Figure 1. Wiring heat map.
The bar under the picture is 20 um long. The die is cut into 24 by 24 equal tiles; dark blue is low, red is high, scaled to the fullest tile. Values are wire area over tile area, all layers added.
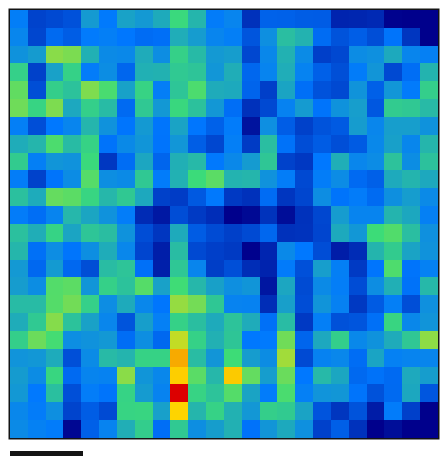
Figure 2. Routed metal, one color a layer.
The bar under the picture is 20 um long.
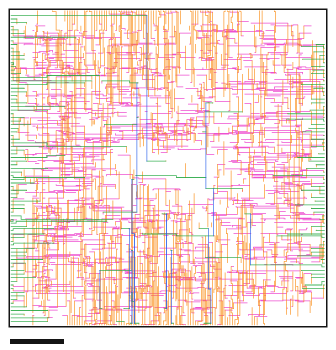
Figure 3. Placement by cell class.
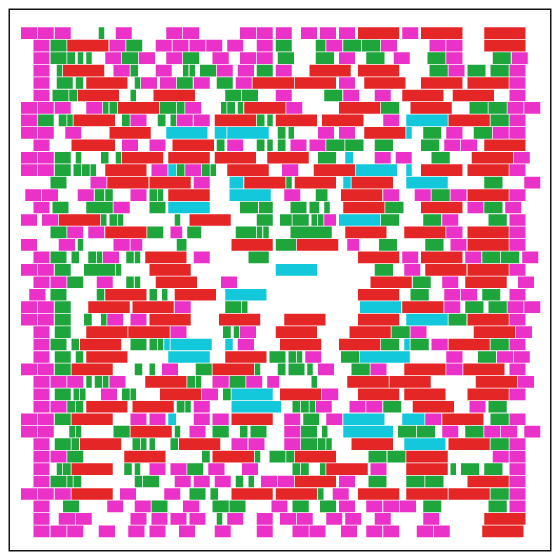
Figure 4. Where the registers sit.
The bar under the picture is 20 um long. Other sequential cells in the stronger gray, the rest of the logic in the fainter gray.
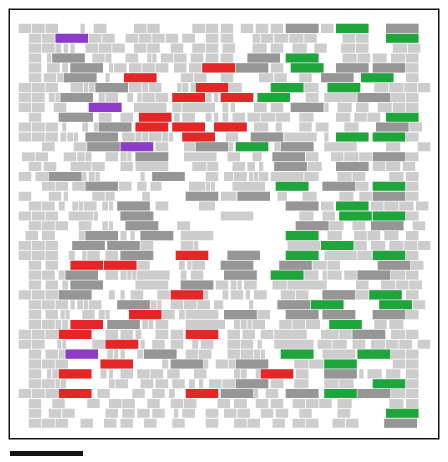
Figure 5. Congestion heat map.
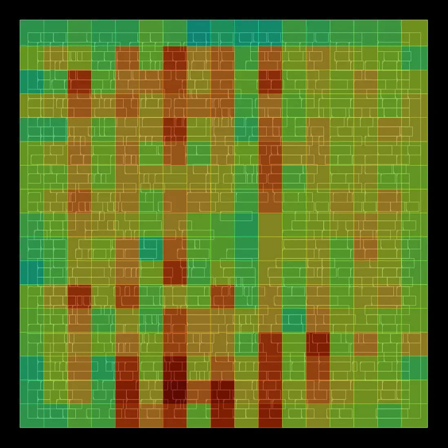
$ cat src/rtl/sdram_port_arbiter.sv
// sdram_port_arbiter: round-robin two-port request front-end for the SDRAM controller.
// One request outstanding at a time; request fields are held for the whole transaction
// and controller completion levels are turned into one-cycle per-port done pulses.
// Optional feature: define SDRAM_ARB_TIMEOUT_EN to abort requests stuck in WAIT.
module sdram_port_arbiter #(
    parameter int unsigned TIMEOUT  = 256,
    parameter logic [31:0] ERR_DATA = 32'hDEADBEEF
) (
    input  logic        CLOCK_50,
    input  logic        rst,
    input  logic        p0_valid,
    input  logic        p0_we,
    input  logic [23:0] p0_addr,
    input  logic [31:0] p0_wdata,
    input  logic [3:0]  p0_wmask,
    output logic        p0_done,
    output logic [31:0] p0_rdata,
    output logic        p0_err,
    input  logic        p1_valid,
    input  logic        p1_we,
    input  logic [23:0] p1_addr,
    input  logic [31:0] p1_wdata,
    input  logic [3:0]  p1_wmask,
    output logic        p1_done,
    output logic [31:0] p1_rdata,
    output logic        p1_err,
    output logic [23:0] mem_address,
    output logic        mem_req_read,
    output logic        mem_req_write,
    output logic [31:0] mem_data_in,
    output logic [3:0]  mem_write_mask,
    input  logic [31:0] mem_data_out,
    input  logic        mem_data_valid,
    input  logic        mem_write_complete
);
    localparam int unsigned AW = 24;
    localparam int unsigned DW = 32;
    localparam int unsigned MW = 4;

    typedef enum logic [1:0] {IDLE, REQ, WAIT, DRAIN} state_t;

    state_t        state, state_d;
    logic          last_grant, last_grant_d;
    logic          sel, sel_d;
    logic          is_wr, is_wr_d;
    logic [AW-1:0] mem_address_d;
    logic [DW-1:0] mem_data_in_d;
    logic [MW-1:0] mem_write_mask_d;
    logic          mem_req_read_d, mem_req_write_d;
    logic          p0_done_d, p1_done_d, p0_err_d, p1_err_d;
    logic [DW-1:0] p0_rdata_d, p1_rdata_d;
    logic          gnt_c, gnt_we_c, cpl_c;

    // Port 1 wins only when port 0 is idle or port 0 was served last.
    assign gnt_c    = p1_valid & (~p0_valid | ~last_grant);
    assign gnt_we_c = gnt_c ? p1_we : p0_we;
    // Only the completion level matching the transaction type counts.
    assign cpl_c    = is_wr ? mem_write_complete : mem_data_valid;

`ifdef SDRAM_ARB_TIMEOUT_EN
    localparam int unsigned TW = (TIMEOUT > 1) ? $clog2(TIMEOUT) : 1;
    logic [TW-1:0] tmo_cnt, tmo_cnt_d;
    logic          tmo_hit_c;
    assign tmo_hit_c = (tmo_cnt == TW'(TIMEOUT - 1));
`else
    logic unused_params;
    assign unused_params = ^{TIMEOUT, ERR_DATA};
`endif

    // Next-state and next-output logic; pulses default low, everything else holds.
    always_comb begin
        state_d          = state;
        last_grant_d     = last_grant;
        sel_d            = sel;
        is_wr_d          = is_wr;
        mem_address_d    = mem_address;
        mem_data_in_d    = mem_data_in;
        mem_write_mask_d = mem_write_mask;
        mem_req_read_d   = 1'b0;
        mem_req_write_d  = 1'b0;
        p0_done_d        = 1'b0;
        p1_done_d        = 1'b0;
        p0_err_d         = 1'b0;
        p1_err_d         = 1'b0;
        p0_rdata_d       = p0_rdata;
        p1_rdata_d       = p1_rdata;
`ifdef SDRAM_ARB_TIMEOUT_EN
        tmo_cnt_d        = tmo_cnt;
`endif
        unique case (state)
            IDLE: begin
                if (p0_valid || p1_valid) begin
                    sel_d            = gnt_c;
                    last_grant_d     = gnt_c;
                    is_wr_d          = gnt_we_c;
                    mem_address_d    = gnt_c ? p1_addr : p0_addr;
                    mem_data_in_d    = gnt_c ? p1_wdata : p0_wdata;
                    mem_write_mask_d = gnt_c ? p1_wmask : p0_wmask;
                    // Request pulse is high for exactly the REQ cycle.
                    mem_req_write_d  = gnt_we_c;
                    mem_req_read_d   = ~gnt_we_c;
                    state_d          = REQ;
                end
            end
            REQ: begin
`ifdef SDRAM_ARB_TIMEOUT_EN
                tmo_cnt_d = '0;
`endif
                state_d = WAIT;
            end
            WAIT: begin
                if (cpl_c) begin
                    if (sel) begin
                        p1_done_d = 1'b1;
                        if (!is_wr) p1_rdata_d = mem_data_out;
                    end else begin
                        p0_done_d = 1'b1;
                        if (!is_wr) p0_rdata_d = mem_data_out;
                    end
                    state_d = DRAIN;
                end
`ifdef SDRAM_ARB_TIMEOUT_EN
                else if (tmo_hit_c) begin
                    if (sel) begin
                        p1_done_d = 1'b1;
                        p1_err_d  = 1'b1;
                        if (!is_wr) p1_rdata_d = ERR_DATA;
                    end else begin
                        p0_done_d = 1'b1;
                        p0_err_d  = 1'b1;
                        if (!is_wr) p0_rdata_d = ERR_DATA;
                    end
                    state_d = DRAIN;
                end else begin
                    tmo_cnt_d = tmo_cnt + 1'b1;
                end
`endif
            end
            DRAIN: begin
                // A stale completion level must not finish the next request.
                if (!mem_data_valid && !mem_write_complete) state_d = IDLE;
            end
            default: state_d = IDLE;
        endcase
    end

    // State and output registers.
    always_ff @(posedge CLOCK_50 or posedge rst) begin
        if (rst) begin
            state          <= IDLE;
            last_grant     <= 1'b1;
            sel            <= 1'b0;
            is_wr          <= 1'b0;
            mem_address    <= '0;
            mem_data_in    <= '0;
            mem_write_mask <= '0;
            mem_req_read   <= 1'b0;
            mem_req_write  <= 1'b0;
            p0_done        <= 1'b0;
            p1_done        <= 1'b0;
            p0_err         <= 1'b0;
            p1_err         <= 1'b0;
            p0_rdata       <= '0;
            p1_rdata       <= '0;
`ifdef SDRAM_ARB_TIMEOUT_EN
            tmo_cnt        <= '0;
`endif
        end else begin
            state          <= state_d;
            last_grant     <= last_grant_d;
            sel            <= sel_d;
            is_wr          <= is_wr_d;
            mem_address    <= mem_address_d;
            mem_data_in    <= mem_data_in_d;
            mem_write_mask <= mem_write_mask_d;
            mem_req_read   <= mem_req_read_d;
            mem_req_write  <= mem_req_write_d;
            p0_done        <= p0_done_d;
            p1_done        <= p1_done_d;
            p0_err         <= p0_err_d;
            p1_err         <= p1_err_d;
            p0_rdata       <= p0_rdata_d;
            p1_rdata       <= p1_rdata_d;
`ifdef SDRAM_ARB_TIMEOUT_EN
            tmo_cnt        <= tmo_cnt_d;
`endif
        end
    end

endmodule
$ cat config.mk
export PLATFORM = sky130hd
export DESIGN_NAME = sdram_port_arbiter
export DESIGN_NICKNAME = d
export VERILOG_FILES = /design/src/rtl/sdram_port_arbiter.sv
export SDC_FILE = /design/constraint.sdc
export NUM_CORES = 1
export LEC_CHECK = 0
export CORE_MARGIN = 2
export CORE_UTILIZATION = 43
export CTS_CLUSTER_SIZE = 10
export DETAILED_ROUTE_END_ITERATION = 7
export PLACE_DENSITY_LB_ADDON = 0.12
export SLEW_MARGIN = 5
export SYNTH_ARGS = -nofsm -noshare
export SYNTH_HDL_FRONTEND = slang
export SYNTH_SLANG_ARGS = --single-unit
export TNS_END_PERCENT = 10
$ cat constraint.sdc
create_clock -name CLOCK_50 -period 9.2 [get_ports CLOCK_50]
set_input_delay 1.38 -clock CLOCK_50 [delete_from_list [all_inputs] [get_ports CLOCK_50]]
set_output_delay 1.38 -clock CLOCK_50 [all_outputs]
set_load 0.1 [all_outputs]
==> results.toml <==
# flow metrics
[critical_path]
rr_endpoint = "mem_data_in[7]$_DFFE_PP0P_"
startpoint = "mem_data_in[22]$_DFFE_PP0P_"
r2r_slack_ps = 6970
rr_worst_depth = 5
crit_path_end = "mem_data_in[22]"
worstSetupStartpointType = "flop"
regToRegStartpoint = "state[1]$_DFFE_PP0P_"
end_kind = "output pin"
crit_chain = "clkdlybuf4s50_1"
crit_cells = 1
critical_path_buf_inv_count = 1
critical_path_class = "reg2out"
crit_family = "buffers and inverters"
crit_slowest_cell = "clkdlybuf4s50_1"
critPathArrivalTime_ps = 1950
crit_required_ps = 7820

[cts]
cts_tree = "built"
cts-hold-fix-buffers = 0
cts-resized-gates = 0
htreeDepth = 4
cts_sinks = 133
clock_path_buffers = 2
cts_made_buffers = 17
clkLatencyLatePin_ps = 400
clock-root-buffer = "clkbuf_16"
postCtsSetupRepairBufs = 0
clk_pin_slew_ps = 60

[route]
via_per_inst = 4.846
firstDrtPassIters = 4
drc = 0
ant_nets = 0

[finish]
nFillCells = 903
layout_top_cells = "287 x clkdlybuf4s50_1, 132 x dfrtp_1, 63 x mux2i_1, 63 x mux2_2, 61 x nand2_1"
layout.cells.non_filler = 903
drive_above_1_share = 0.1384
nNonClkBuffers = 292
sh_comb_area = 0.2271
antennaDiodeCount = 1
seq_share = 0.3645
layout.nets = 880
nClkBuffers = 22
fin_area_mm2 = 0.009135
dominant_cells = "flip-flops and latches"
area_growth_pct = 63.63
clk_share = 0.06410
combGateArea_mm2 = 0.002074
lay_top_count = "clkdlybuf4s50_1"
seq_cell_count = 133

[global_route]
grt_max_degree = 93
grt_use_met1 = 0.2410
antenna_found_initial = 1
grt_pass1_wl_mm = 23.92
grt_pass1_vias = 4629
grt-ovfl-total = 0

[sta]
timing.final.ws_setup_ps = 5867
period_used_share = 0.3623
fin_worst_skew_ps = 9.934
slew_headroom = 0.2904
slew_viol_final = 0
fin_hold_ws_ps = 480.0
finalHoldViolations = 0
worst_slew_pin_slew_ps = 1061
rsz0062_at_grt = "false"

[logic_synthesis]
ys_area_mm2 = 0.005583
synth_area_mm2 = 0.005583
syn-mean-instance-area_um2 = 12.86
topCellsByArea = "dfrtp_1 59%, mux2_2 13%, mux2i_1 11%"
most_common_cell = "dfrtp_1"
yosysTopAreaCellShare = 0.5917
ff_type = "dfrtp_1"
yosysTopAreaCell = "dfrtp_1"
synth.distinct_cells = 28
edf_count = 0
async_reset_ff_frac = 1.000
common_cells = "132 x dfrtp_1, 63 x mux2_2, 63 x mux2i_1"
numSynthFlops = 133

[hold_path]
hold_depth = 2
hold_end = "mem_address[2]$_DFFE_PP0P_"
hold_start = "mem_address[2]$_DFFE_PP0P_"

[floorplan]
die-area_mm2 = 0.01391
die_y_um = 117.9
core_area_mm2 = 0.01267
die-width_um = 117.9
initial_core_util = 0.4406
taps = 172
io_pins = 290

[placement]
port_buffers = 287
place_ws_ps = 5459
dp_hpwl_mm = 11.25
dp.cells = 870
finalWeightedCongestion = 0.7320
post_dp_cell_area_mm2 = 0.008547

[job]
maxCapViolCount = 0
tool_warnings = 28

[status]
outcome = "finished clean"
About Figure 1:
mean over tiles = 0.18
nearly empty tiles = 2.1%
densest ninth of the die = bottom center

About Figure 2:
metal 4 -> blue  # wire length 396 um
metal 1 -> magenta  # wire length 5640 um
metal 3 -> green  # wire length 1260 um
metal 2 -> orange  # wire length 7740 um
Avg WL per Cell: 16.64 um
Total GRT Usage: 0.2208
final WL: 15.02 mm
Vias: 4376

About Figure 3:
combinational and other logic -> green  # cells 273
sequential cells -> red  # cells 133
clock drivers and dummy loads -> cyan  # cells 32
remaining buffers and delay cells -> magenta  # cells 292

About Figure 4:
p1_rdata -> green  # sequential cells 32
mem_write_mask -> purple  # sequential cells 4
mem_address -> red  # sequential cells 24
not colored = 73
Storage cell area: 0.003329 mm2
post-layout util: 0.7209

About Figure 5:
GR Util met3: 0.07849
GRT Max-Usage Layer: met2
met2 usage: 0.3906

## registers in the layout, indices dropped and copies added (netlist names)
register	cells
sel	1
mem_req_write	1
mem_address	24
is_wr	1
p0_rdata	32
last_grant	1
p1_rdata	32
mem_write_mask	4
state	2
p1_done	1
p0_done	1
mem_req_read	1
mem_data_in	32
## routing by layer
layer / routed length, um / part of all wire
met2: 7736 / 0.51
met3: 1255 / 0.084
met4: 396 / 0.026
met1: 5635 / 0.38
met5: 0 / 0
## cell families after synthesis
group / Yosys count / share of synthesized area
AOI/OAI and AO/OA: 68 / 0.06499
adders and majority gates: 3 / 0.006724
buffers and inverters: 33 / 0.03877
DFF: 133 / 0.5964
muxes: 128 / 0.2441
other: 1 / 0.0006717
and+or+nand+nor: 68 / 0.04841
